===== config.mk =====
export PLATFORM = sky130hd
export DESIGN_NAME = arith_rs
export DESIGN_NICKNAME = d
export VERILOG_FILES = /design/src/rtl/arith_rs.sv
export SDC_FILE = /design/constraint.sdc
export NUM_CORES = 1
export LEC_CHECK = 0
export CAP_MARGIN = 15
export CORE_UTILIZATION = 57
export DETAILED_ROUTE_END_ITERATION = 8
export PLACE_DENSITY = 0.83
export RECOVER_POWER = 50
export SYNTH_ARGS = -nofsm -noshare
export SYNTH_HDL_FRONTEND = slang
export SYNTH_SLANG_ARGS = --single-unit
export TNS_END_PERCENT = 1

===== constraint.sdc =====
create_clock -name clk -period 4.7 [get_ports clk]
set_clock_uncertainty 0.05 [all_clocks]
set_input_delay 0.705 -clock clk [delete_from_list [all_inputs] [get_ports clk]]
set_output_delay 0.705 -clock clk [all_outputs]
set_load 0.02 [all_outputs]

===== src/rtl/arith_rs.sv =====
// Arithmetic reservation station: holds dispatched ALU ops, wakes operands from
// the CDB and issues the oldest ready entry to the ALU.
package arith_rs_pkg;
  typedef struct packed {
    logic [3:0]  alu_op;
    logic [5:0]  rd_paddr;
    logic        rd_valid;
    logic [4:0]  rob_addr;
    logic [5:0]  rs1_paddr;
    logic [5:0]  rs2_paddr;
    logic        rs1_ready;
    logic        rs2_ready;
    logic [31:0] rs1_data;
    logic [31:0] rs2_data;
  } rs_t;

  typedef struct packed {
    logic        valid;
    logic [5:0]  rd_paddr;
    logic [31:0] rd_data;
    logic        rd_valid;
  } cdb_t;

  // p0 is hardwired, so a broadcast to it never wakes anything
  function automatic rs_t wake(input rs_t e, input cdb_t c);
    rs_t r;
    r = e;
    if (c.valid && c.rd_valid && (c.rd_paddr != '0)) begin
      if (!e.rs1_ready && (e.rs1_paddr == c.rd_paddr)) begin
        r.rs1_ready = 1'b1;
        r.rs1_data  = c.rd_data;
      end
      if (!e.rs2_ready && (e.rs2_paddr == c.rd_paddr)) begin
        r.rs2_ready = 1'b1;
        r.rs2_data  = c.rd_data;
      end
    end
    return r;
  endfunction
endpackage

module arith_rs
  import arith_rs_pkg::*;
#(
  parameter int DEPTH = 4
) (
  input  logic clk,
  input  logic rst,
  input  logic dispatch_valid,
  input  rs_t  dispatch_pkt,
  output logic rs_full,
  input  cdb_t cdb_in,
  input  logic flush,
  input  logic arith_ready,
  output logic issue_valid,
  output rs_t  arith_next
);
  localparam int IW = $clog2(DEPTH);

  rs_t              r_ent   [DEPTH];
  logic [DEPTH-1:0] r_valid;
  // r_older[i][j] set means entry i was dispatched before entry j
  logic [DEPTH-1:0] r_older [DEPTH];

  logic [DEPTH-1:0] w_rdy;
  logic [DEPTH-1:0] w_sel;
  logic [IW-1:0]    w_alloc_idx;
  logic             w_accept;
  logic             w_issue;

  always_comb begin
    w_rdy = '0;
    for (int i = 0; i < DEPTH; i++)
      w_rdy[i] = r_valid[i] && r_ent[i].rs1_ready && r_ent[i].rs2_ready;
  end

  always_comb begin
    w_sel = '0;
    for (int i = 0; i < DEPTH; i++) begin
      w_sel[i] = w_rdy[i];
      for (int j = 0; j < DEPTH; j++)
        if ((j != i) && w_rdy[j] && r_older[j][i]) w_sel[i] = 1'b0;
    end
  end

  always_comb begin
    w_alloc_idx = '0;
    for (int i = DEPTH - 1; i >= 0; i--)
      if (!r_valid[i]) w_alloc_idx = IW'(i);
  end

  assign rs_full     = &r_valid;
  assign w_accept    = dispatch_valid && !rs_full && !flush;
  assign issue_valid = (|w_rdy) && !flush;
  assign w_issue     = issue_valid && arith_ready;

  always_comb begin
    arith_next = '0;
    if (issue_valid)
      for (int i = 0; i < DEPTH; i++)
        if (w_sel[i]) arith_next = r_ent[i];
  end

  always_ff @(posedge clk or posedge rst) begin
    if (rst) begin
      r_valid <= '0;
      for (int i = 0; i < DEPTH; i++) r_older[i] <= '0;
    end else if (flush) begin
      r_valid <= '0;
    end else begin
      for (int i = 0; i < DEPTH; i++)
        if (w_issue && w_sel[i]) r_valid[i] <= 1'b0;
      if (w_accept) begin
        r_valid[w_alloc_idx] <= 1'b1;
        for (int j = 0; j < DEPTH; j++) begin
          if (j != int'(w_alloc_idx)) begin
            r_older[w_alloc_idx][j] <= 1'b0;
            r_older[j][w_alloc_idx] <= 1'b1;
          end
        end
      end
    end
  end

  // Payload needs no reset: it is only observed through a valid bit
  always_ff @(posedge clk) begin
    for (int i = 0; i < DEPTH; i++) begin
      if (w_accept && (w_alloc_idx == IW'(i))) r_ent[i] <= wake(dispatch_pkt, cdb_in);
      else                                       r_ent[i] <= wake(r_ent[i], cdb_in);
    end
  end
endmodule


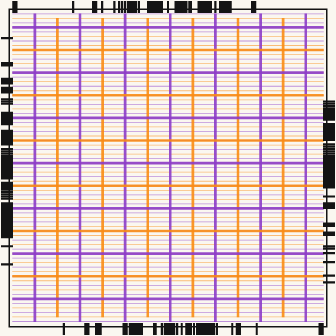
(run_1/pdn.png)
Pins as bars on the die edge.
| net | colour |
|---|---|
| VSS | purple |
| VDD | orange |
met4 straps: 13
met5 straps: 13
rows: 68
signal pins: 235

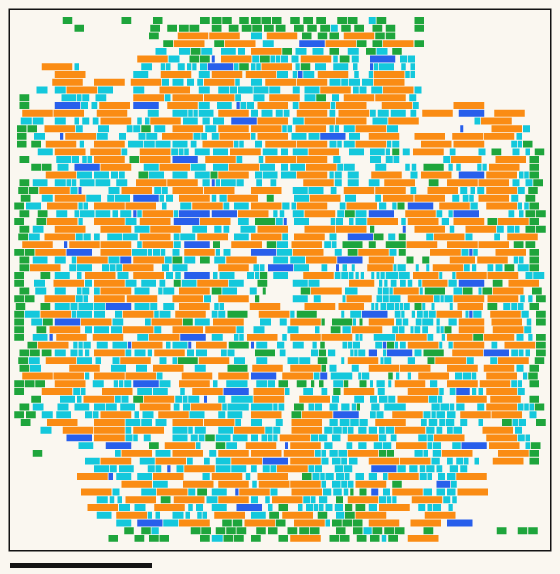
(run_1/cell_classes.png)
The bar under the picture is 50 um long.
| class | colour | cells | share of their area |
|---|---|---|---|
| other buffers and delay cells | green | 284 | 12% |
| all other logic | cyan | 915 | 33% |
| clock drivers and dummy loads | blue | 75 | 5.4% |
| flip-flops | orange | 392 | 50% |
final core occ: 0.695
Design Area, Final: 24,100 um^2

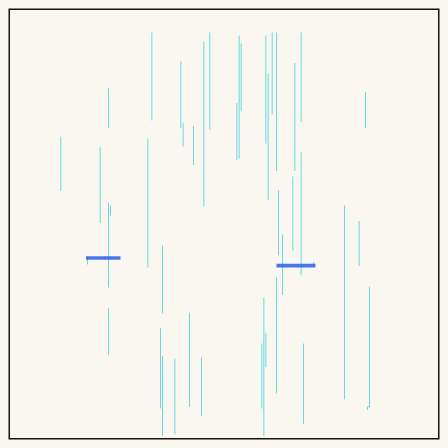
(run_1/metal_stack.png)
Only two layers are drawn.
| layer | colour | wire length |
|---|---|---|
| met4 | cyan | 1,520 um |
| met5 | blue | 29.4 um |
routed wire length: 55.1 mm
via count: 13,895
Avg WL per Cell: 25.9 um

==> reports/results.txt, run 1 <==
buffers and inverters on the worst path - 3
CLK BUF - 57
Iter 0 DRT Violations - 1,363
Largest Register - r_ent
aoi share - 0.113
tool warnings - 26
DRC Markers - 0
Crit path arrival time - 4.84 ns
Tapcells - 455
fin crit share - 0.980
Crit Path Max Fanout - 29
Regs by FF count - r_ent: 376 flops, r_older: 4 flops, r_valid: 4 flops
grt total ovfl - 0
Final Max Slew Viols - 149
combinational cell power - 666 uW
Die Span X - 190 um
max-cap viol count - 6
fin cells - 2,125
clock power share - 0.400
power per cell area - 321 nW/um^2
Critical Path Start Type - input port
antenna-violating nets left - 0
VDD IR max - 225 uV
Cell area leaders - edfxtp_1, mux2_4, mux2_1, a211oi_1, o211ai_1
met2 wire len - 27.5 mm
cell type with the largest total area - edfxtp_1
vias in the first global route - 14,032
Worst Hold Launch - r_older[10]
top comb family, area - multiplexers
global-route met1 utilization - 0.385
simple share - 0.0758
IO buf count - 234
Worst-Margin Slew - 2.20 ns
Crit path max-delay family - buffers and inverters
Setup crit start - cdb_in[36]
failing checks - max-capacitance violations, max-slew violations
RR Endpoint - r_ent[1][117]
maximum clock frequency - 217 MHz
top post-synthesis cells by count - edfxtp_1, mux2_4, mux2_1, nand3_1, and3_1
H-tree Lvls - 2
outcome - complete, but fails checks
sequential share of the synthesized area - 0.580
pin count of the biggest net entering global routing - 93
Setup Viol. Count Final - 0
Max power group - registers
Seq. cell area - 11,700 um^2
M1 wire length - 21.2 mm
Setup TNS - 0 ns
first-pass detailed-route iteration total - 5
Core Area - 34,600 um^2
Slew HR - -0.467
DP HPWL - 33.2 mm
crit end category - flip-flop
M3 GR Usage - 0.0553
CTS tree - built
Syn Inst Count - 1,437
area share, top type - 0.560
Seq pwr share - 0.513
Pint - 6.02 mW
nonclk inv count - 6
flop count - 392
Clock Sinks - 392
FF-to-FF path depth - 7
Syn Area/Cell - 14.0 um^2
## Run 2: what changed since run 1
--- a/config.mk
+++ b/config.mk
@@ -8,6 +8,7 @@
 export CAP_MARGIN = 15
 export CORE_UTILIZATION = 57
 export DETAILED_ROUTE_END_ITERATION = 8
+export MAX_ROUTING_LAYER = met4
 export PLACE_DENSITY = 0.83
 export RECOVER_POWER = 50
 export SYNTH_ARGS = -nofsm -noshare
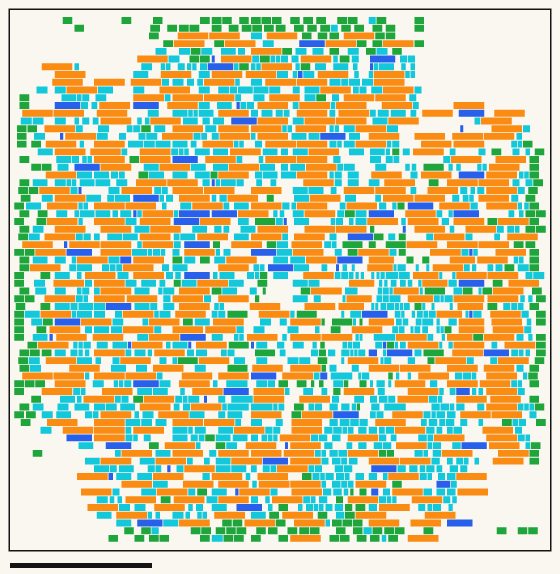
(run_2/cell_classes.png)
The bar under the picture is 50 um long.
| class | colour | cells | share of their area |
|---|---|---|---|
| all other logic | cyan | 915 | 33% |
| flip-flops | orange | 392 | 50% |
| clock drivers and dummy loads | blue | 75 | 5.4% |
| other buffers and delay cells | green | 284 | 12% |
FP Rows: 68
sequential cell area share: 0.486
Design Area, Final: 24,100 um^2
Core Area: 34,600 um^2

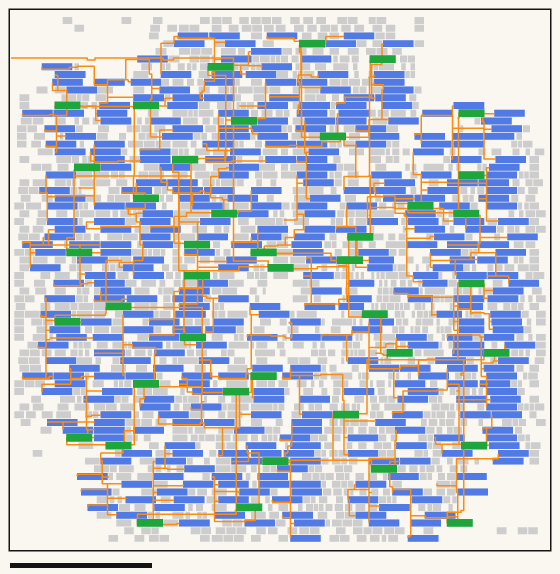
(run_2/clock_map.png)
The bar under the picture is 50 um long.
[clock wires] orange | length: 4,510 um
[cells driving clock nets] green | count: 41
[flip-flops] blue | count: 392
routed clock nets: 42
flops lie: spread over the die

==> run 2 against run 1 <==
Net effect:
- the flow still finishes with violations (max-capacitance violations, max-slew violations)
- combinational power about the same
- die area unchanged
- synthesized area stayed put
- first-iteration DRC count shrank 4.7%
- register-to-register slack is essentially flat
- cell count barely moved
- wire length shrank 0.20%
- via count down 0.36%
- flip-flop count stayed put
- sequential share of layout area hardly changed
==> reports/results.txt, run 2 <==
outcome - complete, but fails checks
failing checks - max-capacitance violations, max-slew violations
MI comb cells - 909
max reg flops - 376
M3 GR Usage - 0.0529
Nets - 1,773
CTS Buf Count - 41
Adder Share, Synth - 0
global-route met1 utilization - 0.386
Latency at later pin - 0.54 ns
fin crit share - 0.978
Worst Hold Launch - r_older[10]
WP data required - 3.94 ns
grt total ovfl - 0
aoi share - 0.113
pin count of the biggest net entering global routing - 93
M1 wire length - 21.5 mm
Iter 0 DRT Violations - 1,299
Pint - 6.02 mW
Placement Setup Slack - 0.569 ns
Top cell excl fill/tap - edfxtp_1
final core occ - 0.695
chip area estimate from yosys synthesis - 20,100 um^2
vias in the first global route - 14,045
Clk power - 3.09 mW
Seq pwr share - 0.513
DP HPWL - 33.2 mm
CLK BUF - 57
maximum clock frequency - 218 MHz
simple share - 0.0758
synthesized area - 20,100 um^2
type of the worst setup path - flip-flop to primary output
first-pass GRT wire length - 82.7 mm
clock buffer depth - 3
Avg WL per Cell - 25.8 um
Clock-cell share - 0.0526
Regs by FF count - r_ent: 376 flops, r_older: 4 flops, r_valid: 4 flops
Cell area leaders - edfxtp_1, mux2_4, mux2_1, a211oi_1, o211ai_1
Crit path max-delay family - buffers and inverters
flop count - 392
Die Span X - 190 um
Leak - 8.44 nW
Seq. cell area - 11,700 um^2
Mux area share - 0.171
top cell category - sequential cells
IO buf count - 234
fill cell count - 2,324
crit end category - primary output
Final Max Slew Viols - 149
max incr delay on CP - 0.77 ns
RSZ-0062 raised after global routing - no
Warnings, synthesis - 0
fin cells - 2,127
Critical Path Start Type - flip-flop
power per cell area - 321 nW/um^2
tool warnings - 26
Die Height - 190 um
buffers and inverters on the worst path - 2
Syn Inst Count - 1,437
FF-to-FF path depth - 7
yosys cell count - 1,437
Cell Type Count - 44
top comb family, area - multiplexers
count leader, synth - edfxtp_1
Setup TNS - 0 ns
via count - 13,845
Setup crit start - r_ent[0][159]
area share, top type - 0.560
combinational cell power - 667 uW
Sw Ratio - 0.220
vias per std cell - 6.51
Worst-Margin Slew - 2.20 ns
Largest Register - r_ent
Setup Viol. Count Final - 0
RR Endpoint - r_ent[1][117]
met3 routed WL - 4.57 mm
top post-synthesis cells by count - edfxtp_1, mux2_4, mux2_1, nand3_1, and3_1
Comb area share - 0.318
Tapcells - 455
critical path depth - 7
VDD IR max - 225 uV
nonclk buf count - 284
antenna-violating nets left - 0
postcts setup bufs - 0
Die Size - 36,100 um^2
DRC Markers - 0
max-cap viol count - 6
Syn Area/Cell - 14.0 um^2
CTS tree - built
area grow syn2layout - 19.5%
area of the multi-input gates - 7660 um^2
clock power share - 0.401
H-tree Lvls - 2
initial antenna violation count - 5
Crit path arrival time - 3.84 ns
number of placed instances, taps included - 2,046
Slew HR - -0.467
routed wire length - 55.0 mm
sequential share of the synthesized area - 0.580
layer with the highest usage - met2
final worst setup slack - 0.104 ns
nonclk inv count - 6
sw power - 1.70 mW
Clock Sinks - 392
gpl congestion - 0.949
first-pass detailed-route iteration total - 5
Max power group - registers
Crit Path Max Fanout - 17
met2 wire len - 27.4 mm
cell type with the largest total area - edfxtp_1
## Run 3: what changed since run 2
--- a/config.mk
+++ b/config.mk
@@ -6,10 +6,10 @@
 export NUM_CORES = 1
 export LEC_CHECK = 0
 export CAP_MARGIN = 15
-export CORE_UTILIZATION = 57
+export CORE_UTILIZATION = 60
 export DETAILED_ROUTE_END_ITERATION = 8
 export MAX_ROUTING_LAYER = met4
-export PLACE_DENSITY = 0.83
+export PLACE_DENSITY = 0.87
 export RECOVER_POWER = 50
 export SYNTH_ARGS = -nofsm -noshare
 export SYNTH_HDL_FRONTEND = slang
==> constraint.sdc (replaced) <==
create_clock -name clk -period 5.5 [get_ports clk]
set_clock_uncertainty 0.05 [all_clocks]
set_input_delay 0.825 -clock clk [delete_from_list [all_inputs] [get_ports clk]]
set_output_delay 0.825 -clock clk [all_outputs]
set_load 0.02 [all_outputs]
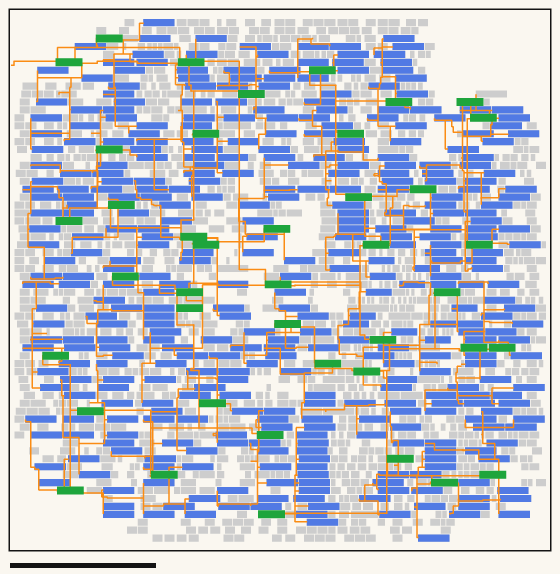
(run_3/clock_map.png)
The bar under the picture is 50 um long.
[flip-flops] blue | count: 392
[clock wires] orange | length: 4,320 um
[cells driving clock nets] green | count: 41
routed clock nets: 42
flops lie: spread over the die

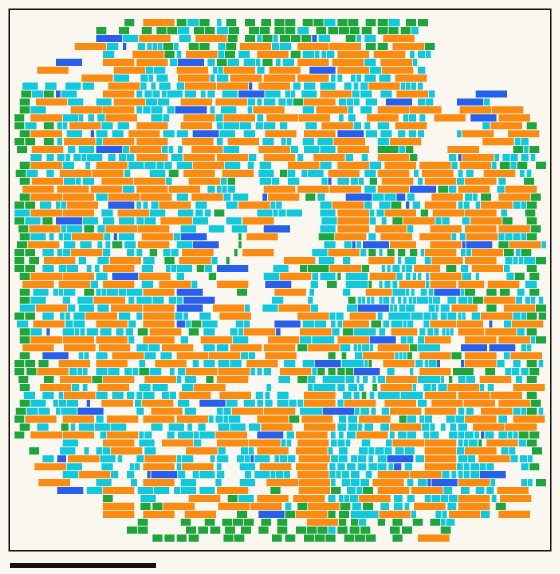
(run_3/cell_classes.png)
The bar under the picture is 50 um long.
| class | colour | cells | share of their area |
|---|---|---|---|
| clock drivers and dummy loads | blue | 73 | 5.7% |
| all other logic | cyan | 915 | 33% |
| flip-flops | orange | 392 | 50% |
| other buffers and delay cells | green | 281 | 12% |
sequential cell area share: 0.488
final core occ: 0.731
FP Rows: 66
Design Area, Final: 24,000 um^2

==> run 3 against run 2 <==
Net effect:
- the flow still finishes with violations (max-capacitance violations, max-slew violations)
- highest routed layer unchanged
- via count increased by 2.1%
- flip-flop count did not move
- synthesized area unchanged
- combinational power fell by 16%
- sequential power fell by 15%
- critical path type is now input port to flip-flop
- synthesized cell count stayed put
==> reports/results.txt, run 3 <==
Comb area share - 0.319
Seq. cell area - 11,700 um^2
routed wire length - 55.3 mm
area of the multi-input gates - 7650 um^2
CTS tree - built
Regs by FF count - r_ent: 376 flops, r_older: 4 flops, r_valid: 4 flops
Syn Area/Cell - 14.0 um^2
GR Util All Layers - 0.333
top post-synthesis cells by count - edfxtp_1, mux2_4, mux2_1, nand3_1, and3_1
outcome - complete, but fails checks
Latency at later pin - 0.53 ns
Iter 0 DRT Violations - 1,619
Warnings, synthesis - 0
power per cell area - 280 nW/um^2
Cell Type Count - 44
clock power share - 0.413
num ports - 235
M1 wire length - 20.4 mm
Clock Sinks - 392
maximum clock frequency - 203 MHz
buffers and inverters on the worst path - 4
Clk power - 2.78 mW
max reg flops - 376
nonclk buf count - 281
Max power group - registers
CLK BUF - 48
class of the worst hold path - flip-flop to flip-flop
Setup Viol. Count Final - 0
met3 routed WL - 5.14 mm
Setup crit start - flush
worst path cell trace - dlygate4sd3_1 > and3b_1 > nand2b_1 > inv_1 > clkbuf_1 > o31ai_4 > buf_4 > mux2_4
hold_buf cts - 0
Crit Path Max Fanout - 36
fin crit share - 0.894
met2 wire len - 28.3 mm
count leader, synth - edfxtp_1
WP data required - 5.72 ns
initial antenna violation count - 7
critical path depth - 8
fill cell count - 2,078
Nets - 1,770
Syn Inst Count - 1,437
first-pass GRT wire length - 83.2 mm
met2 GRT Util - 0.562
Placement Setup Slack - 0.907 ns
DRC Markers - 0
flop count - 392
combinational cell power - 560 uW
Final Max Slew Viols - 119
H-tree Lvls - 2
VDD IR max - 213 uV
M3 GR Usage - 0.0592
grt total ovfl - 0
r2r setup slk - 1.17 ns
critical path endpoint - r_ent[0][142]
Top cell excl fill/tap - edfxtp_1
Leak - 8.29 nW
CTS Buf Count - 41
Core Area - 32,800 um^2
crit end category - flip-flop
Slew HR - -0.636
pin count of the biggest net entering global routing - 96
Die Span X - 185 um
Crit path max-delay family - buffers and inverters
failing checks - max-capacitance violations, max-slew violations
cell type with the largest total area - edfxtp_1
Avg WL per Cell - 26.2 um
Seq pwr share - 0.503
Post-DP Area - 22,900 um^2
tool warnings - 26
DP HPWL - 32.9 mm
MI comb cells - 909
Tapcells - 442
postcts setup bufs - 0
yosys cell count - 1,437
Post-Syn Nets - 1,576
Largest Register - r_ent
simple share - 0.0758
Critical Path Start Type - input port
Adder Share, Synth - 0
Die Height - 185 um
synthesized area - 20,100 um^2
post-route minimum period - 4.92 ns
aoi share - 0.113
Sw Ratio - 0.216
Worst-Margin Slew - 2.45 ns
# resized after CTS - 0
Mux area share - 0.171
antenna-violating nets left - 0
area share, top type - 0.560
type of the worst setup path - input port to flip-flop
layer with the highest usage - met2
Clock-cell share - 0.0554
EDFF count, synth - 376
max incr delay on CP - 1.77 ns
Worst Hold Launch - r_older[15]
vias per std cell - 6.70
final worst setup slack - 0.582 ns
sequential share of the synthesized area - 0.580
max-cap viol count - 4
sw power - 1.45 mW
Hold Path End - r_older[15]
RSZ-0062 raised after global routing - no
chip area estimate from yosys synthesis - 20,100 um^2
number of placed instances, taps included - 2,029
RR Endpoint - r_ent[0][142]
Initial Util - 0.614
clock buffer depth - 3
Die Size - 34,300 um^2
area grow syn2layout - 19.0%
vias in the first global route - 14,275
IO buf count - 234
first-pass detailed-route iteration total - 7
Setup TNS - 0 ns
gpl congestion - 0.924
Pint - 5.27 mW
fin cells - 2,110
top comb family, area - multiplexers
nonclk inv count - 6
via count - 14,139
top cell category - sequential cells
Cell area leaders - edfxtp_1, mux2_4, mux2_1, a211oi_1, o211ai_1
FF-to-FF path depth - 7
global-route met1 utilization - 0.399
CP max-delay cell - clkbuf_1
Crit path arrival time - 5.14 ns

==> layout pictures side by side <==
The clock network.
image #1
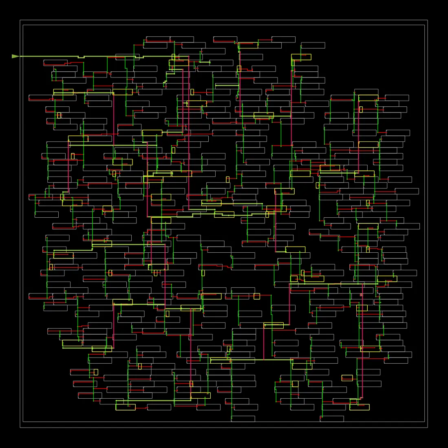
image #2
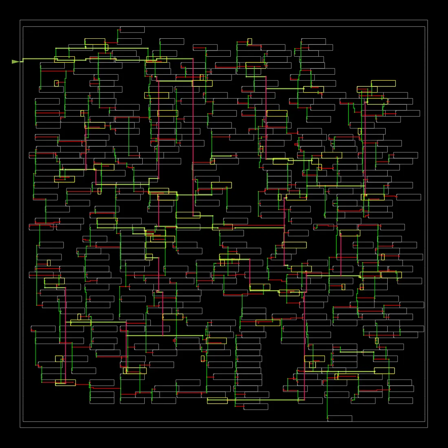
- image #2 = run 3
- image #1 = run 2

No activity file was given, so power comes from the tool's default toggle rates.
